[src/rtl/matrix_axi_bridge.sv]
// AXI4-Lite target issuing single-cell weight writes/reads on the coupling matrix config port.
// Latency: write strobe 1 cycle after AW/W handshake, B the cycle after; R READ_WAIT+1 cycles after AR.
// Backpressure: one transaction outstanding; no channel re-accepted until B or R handshake completes.
module matrix_axi_bridge #(
    parameter int N         = 8,
    parameter int READ_WAIT = 4,
    localparam int L        = $clog2(N)
) (
    input  logic          clk,
    input  logic          axi_rstn,
    input  logic [31:0]   s_axi_awaddr,
    input  logic          s_axi_awvalid,
    output logic          s_axi_awready,
    input  logic [31:0]   s_axi_wdata,
    input  logic          s_axi_wvalid,
    output logic          s_axi_wready,
    output logic [1:0]    s_axi_bresp,
    output logic          s_axi_bvalid,
    input  logic          s_axi_bready,
    input  logic [31:0]   s_axi_araddr,
    input  logic          s_axi_arvalid,
    output logic          s_axi_arready,
    output logic [31:0]   s_axi_rdata,
    output logic [1:0]    s_axi_rresp,
    output logic          s_axi_rvalid,
    input  logic          s_axi_rready,
    output logic          m_wr_match,
    output logic          m_wready,
    output logic [L:0]    m_s_addr,
    output logic [L:0]    m_d_addr,
    output logic          m_vh,
    output logic [31:0]   m_wdata,
    input  logic [31:0]   m_rdata
);

    localparam logic [2:0] IDLE  = 3'd0;
    localparam logic [2:0] WR    = 3'd1;
    localparam logic [2:0] BRESP = 3'd2;
    localparam logic [2:0] RD    = 3'd3;
    localparam logic [2:0] RRESP = 3'd4;

    localparam logic [1:0] OKAY   = 2'b00;
    localparam logic [1:0] SLVERR = 2'b10;

    logic [2:0] state;
    logic [3:0] cnt;

    logic aw_legal, ar_legal, w_hs, r_hs;
    logic unused_addr_bits;

    // Anything above the vh bit is outside the matrix window.
    assign aw_legal = (s_axi_awaddr >> (3 + 2 * L)) == 32'd0;
    assign ar_legal = (s_axi_araddr >> (3 + 2 * L)) == 32'd0;
    assign w_hs     = s_axi_awready & s_axi_wready & s_axi_awvalid & s_axi_wvalid;
    assign r_hs     = s_axi_arready & s_axi_arvalid;
    assign unused_addr_bits = ^{s_axi_awaddr[1:0], s_axi_araddr[1:0]};

    always_ff @(posedge clk or negedge axi_rstn) begin
        if (!axi_rstn) begin
            state         <= IDLE;
            cnt           <= 4'd0;
            s_axi_awready <= 1'b0;
            s_axi_wready  <= 1'b0;
            s_axi_bresp   <= OKAY;
            s_axi_bvalid  <= 1'b0;
            s_axi_arready <= 1'b0;
            s_axi_rdata   <= 32'd0;
            s_axi_rresp   <= OKAY;
            s_axi_rvalid  <= 1'b0;
            m_wr_match    <= 1'b0;
            m_wready      <= 1'b0;
            m_s_addr      <= '0;
            m_d_addr      <= '0;
            m_vh          <= 1'b0;
            m_wdata       <= 32'd0;
        end else begin
            case (state)
                IDLE: begin
                    if (w_hs) begin
                        s_axi_awready <= 1'b0;
                        s_axi_wready  <= 1'b0;
                        // The matrix root splits on bit L, so indices sit one bit up.
                        m_d_addr      <= {s_axi_awaddr[2 +: L], 1'b0};
                        m_s_addr      <= {s_axi_awaddr[2 + L +: L], 1'b0};
                        m_vh          <= s_axi_awaddr[2 + 2 * L];
                        m_wdata       <= s_axi_wdata;
                        if (aw_legal) begin
                            state      <= WR;
                            m_wr_match <= 1'b1;
                            m_wready   <= 1'b1;
                        end else begin
                            state        <= BRESP;
                            s_axi_bvalid <= 1'b1;
                            s_axi_bresp  <= SLVERR;
                        end
                    end else if (r_hs) begin
                        s_axi_arready <= 1'b0;
                        m_d_addr      <= {s_axi_araddr[2 +: L], 1'b0};
                        m_s_addr      <= {s_axi_araddr[2 + L +: L], 1'b0};
                        m_vh          <= s_axi_araddr[2 + 2 * L];
                        if (ar_legal) begin
                            state      <= RD;
                            m_wr_match <= 1'b1;
                            cnt        <= 4'(READ_WAIT - 1);
                        end else begin
                            state        <= RRESP;
                            s_axi_rvalid <= 1'b1;
                            s_axi_rresp  <= SLVERR;
                            s_axi_rdata  <= 32'hAAAA_AAAA;
                        end
                    end else if (!s_axi_awready && !s_axi_arready) begin
                        // A complete write pair outranks a pending read.
                        if (s_axi_awvalid && s_axi_wvalid) begin
                            s_axi_awready <= 1'b1;
                            s_axi_wready  <= 1'b1;
                        end else if (s_axi_arvalid) begin
                            s_axi_arready <= 1'b1;
                        end
                    end
                end
                WR: begin
                    m_wr_match   <= 1'b0;
                    m_wready     <= 1'b0;
                    s_axi_bvalid <= 1'b1;
                    s_axi_bresp  <= OKAY;
                    state        <= BRESP;
                end
                BRESP: begin
                    if (s_axi_bready) begin
                        s_axi_bvalid <= 1'b0;
                        state        <= IDLE;
                    end
                end
                RD: begin
                    // m_rdata is combinational through the tree; sample only after it settles.
                    if (cnt == 4'd0) begin
                        s_axi_rdata  <= m_rdata;
                        s_axi_rresp  <= OKAY;
                        s_axi_rvalid <= 1'b1;
                        m_wr_match   <= 1'b0;
                        state        <= RRESP;
                    end else begin
                        cnt <= cnt - 4'd1;
                    end
                end
                RRESP: begin
                    if (s_axi_rready) begin
                        s_axi_rvalid <= 1'b0;
                        state        <= IDLE;
                    end
                end
                default: state <= IDLE;
            endcase
        end
    end

endmodule
[config.mk]
export PLATFORM = sky130hd
export DESIGN_NAME = matrix_axi_bridge
export DESIGN_NICKNAME = d
export VERILOG_FILES = /design/src/rtl/matrix_axi_bridge.sv
export SDC_FILE = /design/constraint.sdc
export NUM_CORES = 1
export LEC_CHECK = 0
export ABC_AREA = 1
export CORE_MARGIN = 2
export CORE_UTILIZATION = 33
export CTS_CLUSTER_SIZE = 10
export DETAILED_ROUTE_END_ITERATION = 8
export HOLD_SLACK_MARGIN = 0.05
export PLACE_DENSITY = 0.71
export REMOVE_ABC_BUFFERS = 1
export SYNTH_ARGS = -nofsm -noshare
export SYNTH_HDL_FRONTEND = slang
export SYNTH_SLANG_ARGS = --single-unit
[constraint.sdc]
create_clock -name clk -period 3.65 [get_ports clk]
set_clock_uncertainty 0.2 [all_clocks]
set_input_delay 0.73 -clock clk [delete_from_list [all_inputs] [get_ports clk]]
set_output_delay 0.73 -clock clk [all_outputs]
set_load 0.01 [all_outputs]
Figure 1. Clock wires, drivers and flops.
(3 px per um)
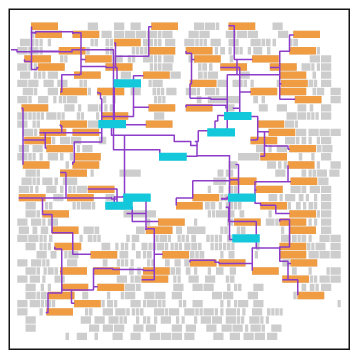
- orange: flip-flops (count 86)
- cyan: cells driving clock nets (count 9)
- purple: clock wires (length 1130 um)
- routed clock nets: 10
Clk. pwr: 998 uW
Clock power frac: 22.2%
Late-Pin Clk Latency: 0.33 ns

Figure 2. Metal 3.
(2 px per um) Cells faint in the background.
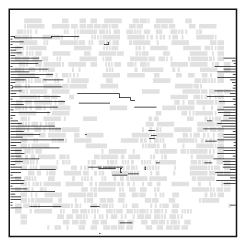
- share of all routed wire: 9.3%
- main direction: horizontal
- nets with wire on the layer: 129
- wire length on this layer: 1030 um

Figure 3. Sequential cells grouped by signal name.
(2 px per um) Other sequential cells in the stronger gray, the rest of the logic in the fainter gray.
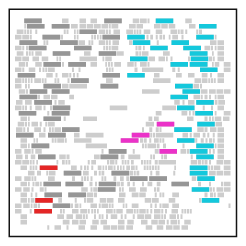
- magenta: `cnt` (placed flops 4)
- red: `m_s_addr` (placed flops 3)
- cyan: `s_axi_rdata` (placed flops 32)
- not colored: 47

## power by group through the flow
stage          combinational (mW)  sequential [mW]  clock, mW
3_3_place_gp                 1.95             1.52          0
5_1_grt                      2.18             1.56       1.06
3_5_place_dp                 1.99             1.53          0
6_report                     1.97             1.52      0.998
2_1_floorplan               0.744             1.68          0
4_1_cts                      2.00             1.52       1.03
## final cells by class
cell class                 count  area (um2)  area share, %
timing repair buffer         215        2160           33.6
clock inverter                 7         101           1.57
clock buffer                   9         225           3.50
inverter                      20        77.6           1.20
multi-input combinational    355        1540           24.0
sequential                    86        2150           33.4
tap                          143         179           2.78
## cell families (layout without fill, tap and decap cells)
logic type / after synthesis / count (layout)
simple gates: 293 / 293
fa+ha+maj: 2 / 2
compound gates: 56 / 56
buf+inv: 44 / 251
flops: 86 / 86
other cells: 1 / 4
==> impl_metrics.tcl <==
# flow metrics
set metrics [dict create \
    status "completed" \
    synth.comb.largest_family "simple AND/OR/NAND/NOR gates" \
    r2r-start "state[2]" \
    cp_top_family "buffers and inverters" \
    r2r_end "m_wr_match" \
    ys_sh_simple_pct 29.6 \
    timing.fmax_mhz 369 \
    slowest_stage "clkdlybuf4s50_1" \
    hold_viol 0 \
    cts_htree_levels 3 \
    yosysChipArea_um2 3910 \
    startpoint_type "primary input" \
    io-pin-count 219 \
    seq_power_share_pct 33.8 \
    syn_inst 482 \
    warning_count 30 \
    hold_buffers 0 \
    grt_pass1_vias 4031 \
    cts-resized-gates 0 \
    gr-max-usage-layer "met2" \
    critical_path.endpoint "s_axi_bresp[1]" \
    critical_path_class "in2reg" \
    end_kind "flip-flop" \
    final-setup-viol-count 0 \
    chip_area_um2 12700 \
    synth_cell_types 31 \
    layout.cells.non_filler 835 \
    grt-ovfl-total 0 \
    cp.arrival_ns 2.73 \
    grt_pass1_wl_um 18400 \
    synthTopCellsByArea "dfrtp_1 55%, nand2_1 19%, nor2_1 6.5%, o21ai_1 2.6%, o21ai_2 2.2%" \
    worst-path-buf-inv 4 \
    crit_cells 9 \
    drv_slew 0 \
    drc 0 \
    via_per_inst 4.66 \
    antenna_found_initial 0 \
    pwr-share-comb_pct 44.0 \
    grtUsageMet2_pct 29.8 \
    routed-wl-met3_um 1030 \
    lay_top_count "clkdlybuf4s50_1" \
    nets 824 \
    path_clk_slew_ns 0.07 \
    totalWireLength_um 11000 \
    post_cts_buffers 0 \
    p_per_area_nw_per_um2 698 \
    n_fill_cell 1062 \
    leakage_nw 2.92 \
    crit_path_start "s_axi_wvalid" \
    cts_tree "built" \
    avgSynthCellArea_um2 8.11 \
    grt_use_total_pct 17.4 \
    dp.cells 819 \
    cp.required_ns 3.67 \
    placedInstanceArea_um2 6110 \
    aoi_share_pct 8.80 \
    core_um2 11500 \
    crit_path_frequent_cell "nand2_1" \
    edf_count 0 \
    synthArstFlopShare_pct 100 \
    yosysMostFrequentCell "nand2_1" \
    gp_congestion 0.845 \
    ys_sh_mux_pct 0 \
    synth_seq_share_pct 55.0 \
    num_rows 39 \
    die_h_um 113 \
    dp.final_hpwl_um 8210 \
    hold_ws_ns 0.184 \
    wl_met2_um 5320 \
    worst_pin_slew_ns 0.676 \
    post-route-util_pct 56.2 \
    cts_sinks 86 \
    post-place-ws_ns 0.511 \
    numCtsBuffers 9 \
    grt_max_degree 45 \
    highest_layer "met4" \
    synth_stat.cells 482 \
    switching_share_pct 34.8 \
    ir_drop_uv 375 \
    yosys_warnings 0 \
    synth-seq-cells 86 \
    use_met3_pct 6.11 \
    fp_util_pct 34.1 \
    hold_class "in2async" \
    routedLengthMet1_um 4590 \
    die_w_um 113 \
    clockBufferDepth 2 \
    setup_tns_ns 0 \
    final_layout_size_suffix_gt1_share_pct 6.21 \
    vias 3895 \
    first_pass_iters 4 \
    ant_nets 0 \
    worst_slack_ns 0.939 \
    met1_usage_pct 20.9 \
    common_cells "201 x nand2_1, 86 x dfrtp_1, 68 x nor2_1" \
    top_area_cell "dfrtp_1" \
    portBuffers 210 \
    reg2reg_depth 8 \
    intPower_mw 2.93 \
    drv_cap 0 \
    ys_sh_adder_pct 0.640 \
    xor_share_pct 0 \
    cts-root-buf "clkbuf_16" \
    routedWlPerCell_um 13.2 \
    finalCriticalPeriod_ns 2.71 \
    finalInstanceArea_um2 6440 \
    diodes 0 \
    ys.flop_type "dfrtp_1" \
    worstPathCellList "clkdlybuf4s50_1 -> nand3_1 -> inv_1 -> nand2_1 -> buf_4 -> inv_2 -> o21ai_0 -> nand2_1 -> nand2_1" \
    rsz0062_at_grt "no" \
    crit_fanout 34 \
    critPathMaxStageDelay_ns 0.47 \
    maxSlewHeadroom_pct 54.9 \
    top_area_share_pct 55.0 \
    areaGrowthSynthToFinish_pct 64.7 \
    top_regs "m_wdata (32), s_axi_rdata (32), cnt (4)" \
    drtIter0Drc 246 \
    reg2reg_slack_ns 1.28 \
    layout_top_cells "209 x clkdlybuf4s50_1, 200 x nand2_1, 86 x dfrtp_1" \
    netlist_area_um2 3910 \
    switching_power_mw 1.56 \
    p_total_mw 4.49 \
    fin_crit_sh_pct 74.3 \
]
Power and IR drop assume default switching activity.
